[src/rtl/cpu_types_pkg.sv]
// Shared CPU types: machine word, fetch-queue entry and fetch-queue FSM state.
package cpu_types_pkg;

  localparam int unsigned WORD_W = 32;

  typedef logic [WORD_W-1:0] word_t;

  // One queued fetch: the instruction and the address of the following word.
  typedef struct packed {
    word_t instr;
    word_t npc;
  } fq_entry_t;

  typedef enum logic [1:0] {
    FETCH,
    FULL,
    HALTED
  } fq_state_t;

  localparam word_t PC_STEP = 32'd4;

  // Sequential fetch address; wraps modulo 2^32.
  function automatic word_t pc_plus4(word_t pc);
    return pc + PC_STEP;
  endfunction

endpackage

[src/rtl/fq_fifo.sv]
// Storage and pointers for the fetch queue. The head entry is kept in a
// register that is loaded with the entry that will be at the head after each
// edge, so rdata is valid with no read latency and reads as zero when empty.
module fq_fifo
  import cpu_types_pkg::*;
#(
  parameter int unsigned DEPTH   = 4,
  parameter type         entry_t = fq_entry_t
) (
  input  logic                   CLK,
  input  logic                   RST,
  input  logic                   flush,
  input  logic                   push,
  input  entry_t                 wdata,
  input  logic                   pop,
  output entry_t                 rdata,
  output logic [$clog2(DEPTH):0] count
);

  localparam int unsigned AW = $clog2(DEPTH);
  localparam int unsigned CW = AW + 1;

  entry_t          mem [DEPTH];
  logic [AW-1:0]   wptr_q, wptr_d;
  logic [AW-1:0]   rptr_q, rptr_d;
  logic [AW-1:0]   rptr_nxt;
  logic [CW-1:0]   count_q, count_d;
  entry_t          head_q, head_d;

  // Next pointers, occupancy and lookahead head entry.
  always_comb begin
    wptr_d   = wptr_q;
    rptr_d   = rptr_q;
    count_d  = count_q;
    head_d   = head_q;
    rptr_nxt = rptr_q + AW'(1);
    if (flush) begin
      wptr_d  = '0;
      rptr_d  = '0;
      count_d = '0;
      head_d  = '0;
    end else begin
      if (push) wptr_d = wptr_q + AW'(1);
      if (pop)  rptr_d = rptr_nxt;
      case ({push, pop})
        2'b10:   count_d = count_q + CW'(1);
        2'b01:   count_d = count_q - CW'(1);
        default: count_d = count_q;
      endcase
      if (count_d == '0) begin
        head_d = '0;
      end else if (pop) begin
        // Popping the last stored entry: the new head is the one arriving now.
        head_d = (count_q == CW'(1)) ? wdata : mem[rptr_nxt];
      end else if (count_q == '0) begin
        head_d = wdata;
      end
    end
  end

  // Entry storage; needs no reset since occupancy gates every read.
  always_ff @(posedge CLK) begin
    if (push && !flush) mem[wptr_q] <= wdata;
  end

  // Pointer, count and head registers.
  always_ff @(posedge CLK or posedge RST) begin
    if (RST) begin
      wptr_q  <= '0;
      rptr_q  <= '0;
      count_q <= '0;
      head_q  <= '0;
    end else begin
      wptr_q  <= wptr_d;
      rptr_q  <= rptr_d;
      count_q <= count_d;
      head_q  <= head_d;
    end
  end

  assign rdata = head_q;
  assign count = count_q;

endmodule

[src/rtl/fetch_queue.sv]
// Instruction fetch queue: fetch PC, FETCH/FULL/HALTED control and a queue of
// fetched {instr, npc} entries for decode.
// Optional feature macro: FETCH_QUEUE_STATS_EN adds the stall_cnt output.
module fetch_queue
  import cpu_types_pkg::*;
#(
  parameter int unsigned DEPTH   = 4,
  parameter word_t       PC_INIT = 32'h0
) (
  input  logic                   CLK,
  input  logic                   RST,
  input  logic                   ihit,
  input  logic [31:0]            imemload,
  output logic                   imemREN,
  output logic [31:0]            imemaddr,
  input  logic                   redirect,
  input  logic [31:0]            redirect_pc,
  input  logic                   halt,
  input  logic                   deq,
  output logic                   valid,
  output logic [31:0]            instr_out,
  output logic [31:0]            npc_out,
  output logic [$clog2(DEPTH):0] count
`ifdef FETCH_QUEUE_STATS_EN
  ,
  output logic [31:0]            stall_cnt
`endif
);

  localparam int unsigned CW = $clog2(DEPTH) + 1;

  fq_state_t     state_q, state_d;
  word_t         pc_q, pc_d;
  logic          push, pop, flush;
  logic [CW-1:0] count_after;
  fq_entry_t     push_entry;
  fq_entry_t     head;

  // Control: redirect overrides everything, else FSM decides push and state.
  always_comb begin
    state_d     = state_q;
    pc_d        = pc_q;
    imemREN     = (state_q == FETCH);
    flush       = redirect;
    push        = !redirect && (state_q == FETCH) && ihit;
    pop         = !redirect && deq && valid;
    push_entry  = '{instr: imemload, npc: pc_plus4(pc_q)};
    case ({push, pop})
      2'b10:   count_after = count + CW'(1);
      2'b01:   count_after = count - CW'(1);
      default: count_after = count;
    endcase
    if (redirect) begin
      pc_d    = redirect_pc;
      state_d = FETCH;
    end else begin
      if (push) pc_d = pc_plus4(pc_q);
      unique case (state_q)
        FETCH: begin
          if (halt)                           state_d = HALTED;
          else if (count_after == CW'(DEPTH)) state_d = FULL;
        end
        FULL: begin
          if (halt)     state_d = HALTED;
          else if (pop) state_d = FETCH;
        end
        HALTED:  state_d = HALTED;
        default: state_d = FETCH;
      endcase
    end
  end

  // State and fetch PC registers.
  always_ff @(posedge CLK or posedge RST) begin
    if (RST) begin
      state_q <= FETCH;
      pc_q    <= PC_INIT;
    end else begin
      state_q <= state_d;
      pc_q    <= pc_d;
    end
  end

  fq_fifo #(
    .DEPTH  (DEPTH),
    .entry_t(fq_entry_t)
  ) u_fifo (
    .CLK  (CLK),
    .RST  (RST),
    .flush(flush),
    .push (push),
    .wdata(push_entry),
    .pop  (pop),
    .rdata(head),
    .count(count)
  );

  assign imemaddr  = pc_q;
  assign valid     = (count != '0);
  assign instr_out = head.instr;
  assign npc_out   = head.npc;

`ifdef FETCH_QUEUE_STATS_EN
  logic [31:0] stall_q;

  // Count cycles where a fetch is requested but memory has not answered.
  always_ff @(posedge CLK or posedge RST) begin
    if (RST) begin
      stall_q <= '0;
    end else if (imemREN && !ihit && (stall_q != '1)) begin
      stall_q <= stall_q + 32'd1;
    end
  end

  assign stall_cnt = stall_q;
`endif

endmodule

[config.mk]
export PLATFORM = sky130hd
export DESIGN_NAME = fetch_queue
export DESIGN_NICKNAME = d
export VERILOG_FILES = /design/src/rtl/cpu_types_pkg.sv /design/src/rtl/fq_fifo.sv /design/src/rtl/fetch_queue.sv
export SDC_FILE = /design/constraint.sdc
export NUM_CORES = 1
export LEC_CHECK = 0
export ABC_AREA = 1
export CAP_MARGIN = 20
export CORE_MARGIN = 4
export CORE_UTILIZATION = 50
export DETAILED_ROUTE_END_ITERATION = 10
export PLACE_DENSITY = 0.72
export SLEW_MARGIN = 10
export SYNTH_ARGS = -nofsm -noshare
export SYNTH_HDL_FRONTEND = slang
export SYNTH_SLANG_ARGS = --single-unit
[constraint.sdc]
create_clock -name CLK -period 9.4 [get_ports CLK]
set_input_delay 1.88 -clock CLK [delete_from_list [all_inputs] [get_ports CLK]]
set_output_delay 1.88 -clock CLK [all_outputs]
set_load 0.03 [all_outputs]
==> flow_metrics.py, run 1 <==
# Flow results
metrics = {
    "status": {
        "status": "complete, no violations",
    },
    "timing": {
        "setup_viol": 0,
        "tns_ps": 0,
        "fin_hold_ws_ps": 477,
        "rsz0062_at_grt": "no",
    },
    "worst_setup_path": {
        "critPathCapture": "u_fifo.rdata[17]",
        "r2r_slack_ps": 4930,
        "crit_chain": "clkdlybuf4s50_1, buf_4, nor3_1, nand2_1, inv_1, ha_1, nand2_1, nand2_1, nand2_1, nand2_1, nand2_1, nand2_1, nand2_1, inv_2, nand3_1, nand2_1",
        "crit_family": "buffers and inverters",
        "critical_path.most_common_cell": "nand2_1",
        "path_class": "input port to flop",
        "r2r-end": "u_fifo.rdata[17]",
        "r2r_start": "state_q[1]",
        "worst-endpoint-required_ps": 9860,
        "max_stage_delay_ps": 950,
        "setup.worst_path.start_class": "input port",
        "cp.buffers_inverters": 4,
        "startpoint": "redirect",
        "critPathMaxFanout": 48,
    },
    "synthesis": {
        "ys_sh_adder_pct": 0.903,
        "avgSynthCellArea_um2": 10.6,
        "edf_count": 256,
        "ys_seq_share_pct": 67.7,
        "ys_sh_simple_pct": 19.0,
        "async_flop_share_pct": 29.1,
        "ys_sh_xor_pct": 0.287,
        "synth.area.mux_share_pct": 0,
        "top_logic_kind": "simple AND/OR/NAND/NOR gates",
        "ys_ff": 361,
        "ff_type": "edfxtp_1",
    },
    "cells_and_area": {
        "area_delta_synth_final_pct": 21.3,
        "buffers": 185,
        "drive_gt1_share_pct": 5.91,
        "nClkBuffers": 46,
        "fin_area_mm2": 0.0185,
        "nonClkBufAreaFrac_pct": 9.92,
        "mostFrequentLayoutCells": "nand2_1 (531), edfxtp_1 (256), clkdlybuf4s50_1 (170)",
        "num_antenna_cells": 0,
        "utilization_pct": 61.9,
        "multi_input_comb_cells": 958,
        "biggestCellCategory": "sequential cells",
        "num-nonclk-inverters": 52,
    },
    "grt": {
        "grt_pass1_wl_mm": 61.7,
        "top_usage_layer": "met2",
        "grt_pass1_vias": 11306,
        "grt_max_degree": 84,
        "use_met1_pct": 32.9,
        "antenna_found_initial": 0,
        "met3_usage_pct": 4.80,
    },
    "power": {
        "leakagePower_nw": 7.32,
        "comb-power_mw": 0.491,
        "power_density_mw_per_mm2": 206,
        "combPwrFrac_pct": 12.9,
        "power_clock_mw": 1.48,
        "p_clk_share_pct": 38.6,
        "sw_frac_of_total_pct": 25.9,
        "switchingPower_mw": 0.988,
        "pg_seq_mw": 1.85,
    },
    "worst_hold_path": {
        "min_to": "u_fifo.rdata[32]",
        "hp-start": "u_fifo.rdata[32]",
    },
    "cts": {
        "clk_pin_slew_ps": 60,
        "post_cts_resized": 0,
        "cts_tree": "yes",
    },
    "floorplanning": {
        "dieArea_mm2": 0.0333,
        "tap_cells": 390,
        "die_y_um": 183,
    },
    "placed_design": {
        "place.gp.congestion": 0.944,
    },
    "route": {
        "wl_per_cell_um": 19.6,
        "drtIter0Drc": 1154,
        "first_pass_iters": 5,
        "num_vias": 11323,
    },
    "run": {
        "cap_viol_max_count": 0,
        "warnings": 33,
    },
}
## run 1: cells in the mapped netlist (all sizes together) (10+ instances only)
library cell  count  area share (%)
and2             10            0.41
nand2           536              13
inv              52             1.3
a22oi            13            0.64
nor2            115             2.9
dfrtp           105              17
ha               11            0.90
buf              38             1.5
edfxtp          256              50
clkbuf           33            0.81
a21oi            59             2.0
nand3b           12            0.59
nand3            50             1.6
o22ai           107             4.4
o21ai            18            0.59
## run 1: layer usage
layer	vias to the layer above	wire, µm	part of all wire (%)
met5	-	0	0
met4	0	912	2.3
met3	76	3340	8.5
met2	505	18300	46
met1	5491	16900	43
li1	5251	-	-
## run 1: stage by stage
stage,cells,total power [mW]
floorplan,1442,2.15
global placement,1945,2.36
detailed placement,1945,2.37
CTS,2013,3.84
global route,2014,3.97
finish,2014,3.82
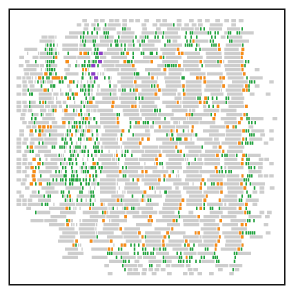
**Above:** run 1 (gate families picked out).
(1.5 px per µm)
Green shows nand cells, cells 600, where all over the die. Purple shows xor and xnor cells, cells 5. Orange shows aoi and oai cells, cells 212, where all over the die.
Comb/total area: 23.9%
most common logic cell in the routed design: nand2_1
Final Non-Filler Cells: 2,014

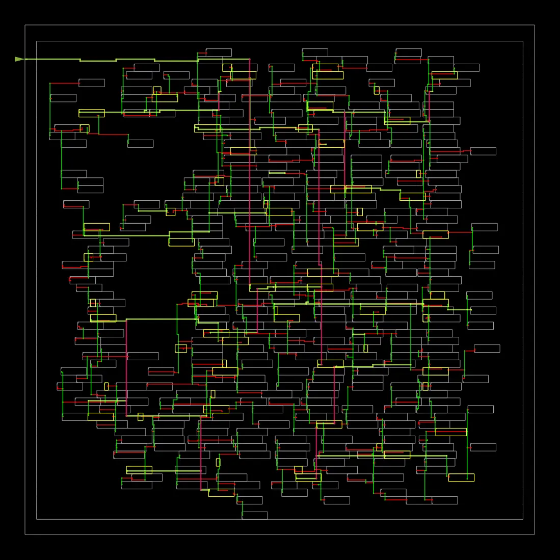
**Above:** run 1 (clock routing).
clk sinks: 361
Num CTS Buffers: 37
clock skew: 7.66 ps

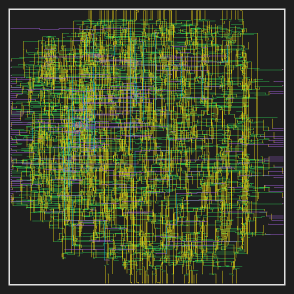
**Above:** run 1 (signal wires by layer).
(1.5 px per µm)
Yellow shows M2, wire length 18,300 µm. Green shows M1, wire length 16,900 µm. Purple shows M3, wire length 3,340 µm. Cyan shows M4, wire length 913 µm.

==> run 2: changes to the inputs <==
PLACE_DENSITY = 0.75   (was 0.72)
clock period = 5.5 ns   (was 9.4 ns; I/O delays follow)
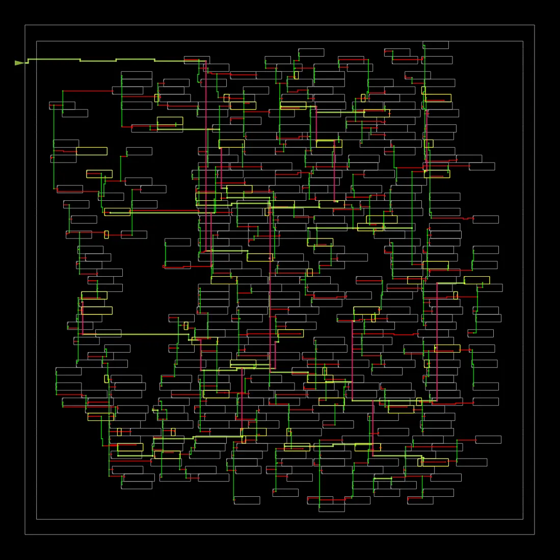
**Above:** run 2 (clock routing).
Latency at later pin: 510 ps
Num CTS Buffers: 36
clock skew: 8.75 ps
CLK BUF: 50
Clock Power: 2.36 mW

==> flow_metrics.py, run 2 <==
# Flow results
metrics = {
    "synthesis": {
        "ys_seq_share_pct": 67.7,
        "topCellsByArea": "edfxtp_1 (50%), dfrtp_1 (17%), nand2_1 (13%)",
        "async_flop_share_pct": 29.1,
        "synth.area.mux_share_pct": 0,
        "ys_sh_xor_pct": 0.287,
        "ys_sh_adder_pct": 0.903,
        "avgSynthCellArea_um2": 10.6,
        "ys_sh_simple_pct": 19.0,
        "top_cell_area_share_pct": 50.4,
        "top_logic_kind": "simple AND/OR/NAND/NOR gates",
        "ff_type": "edfxtp_1",
        "synth_area_leader_cell": "edfxtp_1",
    },
    "route": {
        "wl_met3_mm": 3.02,
        "m1WireLength_mm": 16.8,
        "drtIter0Drc": 1088,
        "num_vias": 11202,
        "met2_wirelength_mm": 18.0,
        "first_pass_iters": 5,
        "wl_per_cell_um": 19.2,
        "highest_layer": "met4",
    },
    "grt": {
        "grt_max_degree": 78,
        "use_met1_pct": 33.0,
        "grt_pass1_wl_mm": 60.2,
        "met3_usage_pct": 3.85,
        "top_usage_layer": "met2",
        "antenna_found_initial": 0,
        "grt_pass1_vias": 10856,
    },
    "run": {
        "warnings": 33,
        "cap_viol_max_count": 0,
    },
    "cts": {
        "clk_pin_slew_ps": 60,
        "post_cts_resized": 0,
        "clkSinkCount": 361,
    },
    "cells_and_area": {
        "drive_gt1_share_pct": 5.36,
        "fin_cells": 2013,
        "final_common_cell": "nand2_1",
        "mostFrequentLayoutCells": "nand2_1 (531), edfxtp_1 (256), clkdlybuf4s50_1 (170)",
        "area_delta_synth_final_pct": 20.9,
        "num_antenna_cells": 0,
        "fin_area_mm2": 0.0184,
    },
    "worst_setup_path": {
        "max_stage_delay_ps": 600,
        "critPathMaxFanout": 38,
        "crit_chain": "clkdlybuf4s50_1, buf_4, nor3_1, nand2_1, inv_1, buf_4, ha_1, inv_1, nand2_1, nand2_1, nand2_1, inv_1, nand2_1, nor2_1, nor2_4, buf_4, nand2_1, nand2_1",
        "critical_path.most_common_cell": "nand2_1",
        "path_class": "input port to flop",
        "worst-endpoint-required_ps": 5940,
        "setup.worst_path.start_class": "input port",
        "r2r_slack_ps": 2210,
    },
    "status": {
        "status": "complete, no violations",
    },
    "power": {
        "power_density_mw_per_mm2": 345,
        "pg_seq_mw": 3.17,
        "switchingPower_mw": 1.62,
        "leakagePower_nw": 7.29,
        "sw_frac_of_total_pct": 25.4,
        "comb-power_mw": 0.839,
        "p_clk_share_pct": 37.1,
    },
    "timing": {
        "fin_hold_ws_ps": 476,
        "setup_viol": 0,
        "rsz0062_at_grt": "no",
        "tns_ps": 0,
    },
    "floorplanning": {
        "dieArea_mm2": 0.0333,
    },
    "placed_design": {
        "place.gp.congestion": 0.912,
    },
}
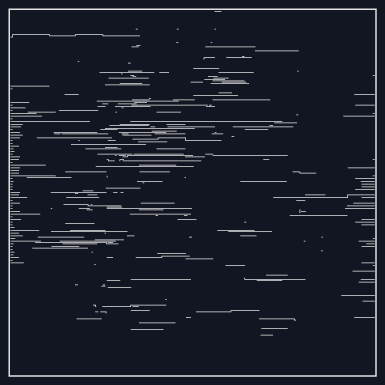
**Above:** run 2 (met3 routing).
(2 px per µm)
196 nets have wire on it. The wires run mostly horizontal. The layer holds 7.8% of the routed length.

run 2: final timing paths:
kind | start | endpoint | cells after the start
max | redirect | u_fifo.rdata[8] | 18
min | u_fifo.rdata[37] | u_fifo.rdata[37] | 2
max reg2reg | u_fifo.rptr_q[1] | u_fifo.rdata[4] | 9
min reg2reg | u_fifo.rdata[37] | u_fifo.rdata[37] | 2
max in group asynchronous | RST | imemaddr[27] | 3
min in group asynchronous | RST | u_fifo.rdata[61] | 2
run 2: cell type report:
class	count	area, µm²
clock inverter	12	134
timing repair buffer	190	1880
sequential	361	10300
inverter	52	198
tap	390	488
multi-input combinational	958	4420
clock buffer	50	985
fill	2332	11500
run 2: critical path: cells and delay by family:
family	cells	cell delay, ps
buffers and inverters	7	1640
AND/OR/NAND/NOR	10	1540
adder cells (fa/ha/maj)	1	270
Power figures rest on the tool's default switching activity, not on a simulated workload.
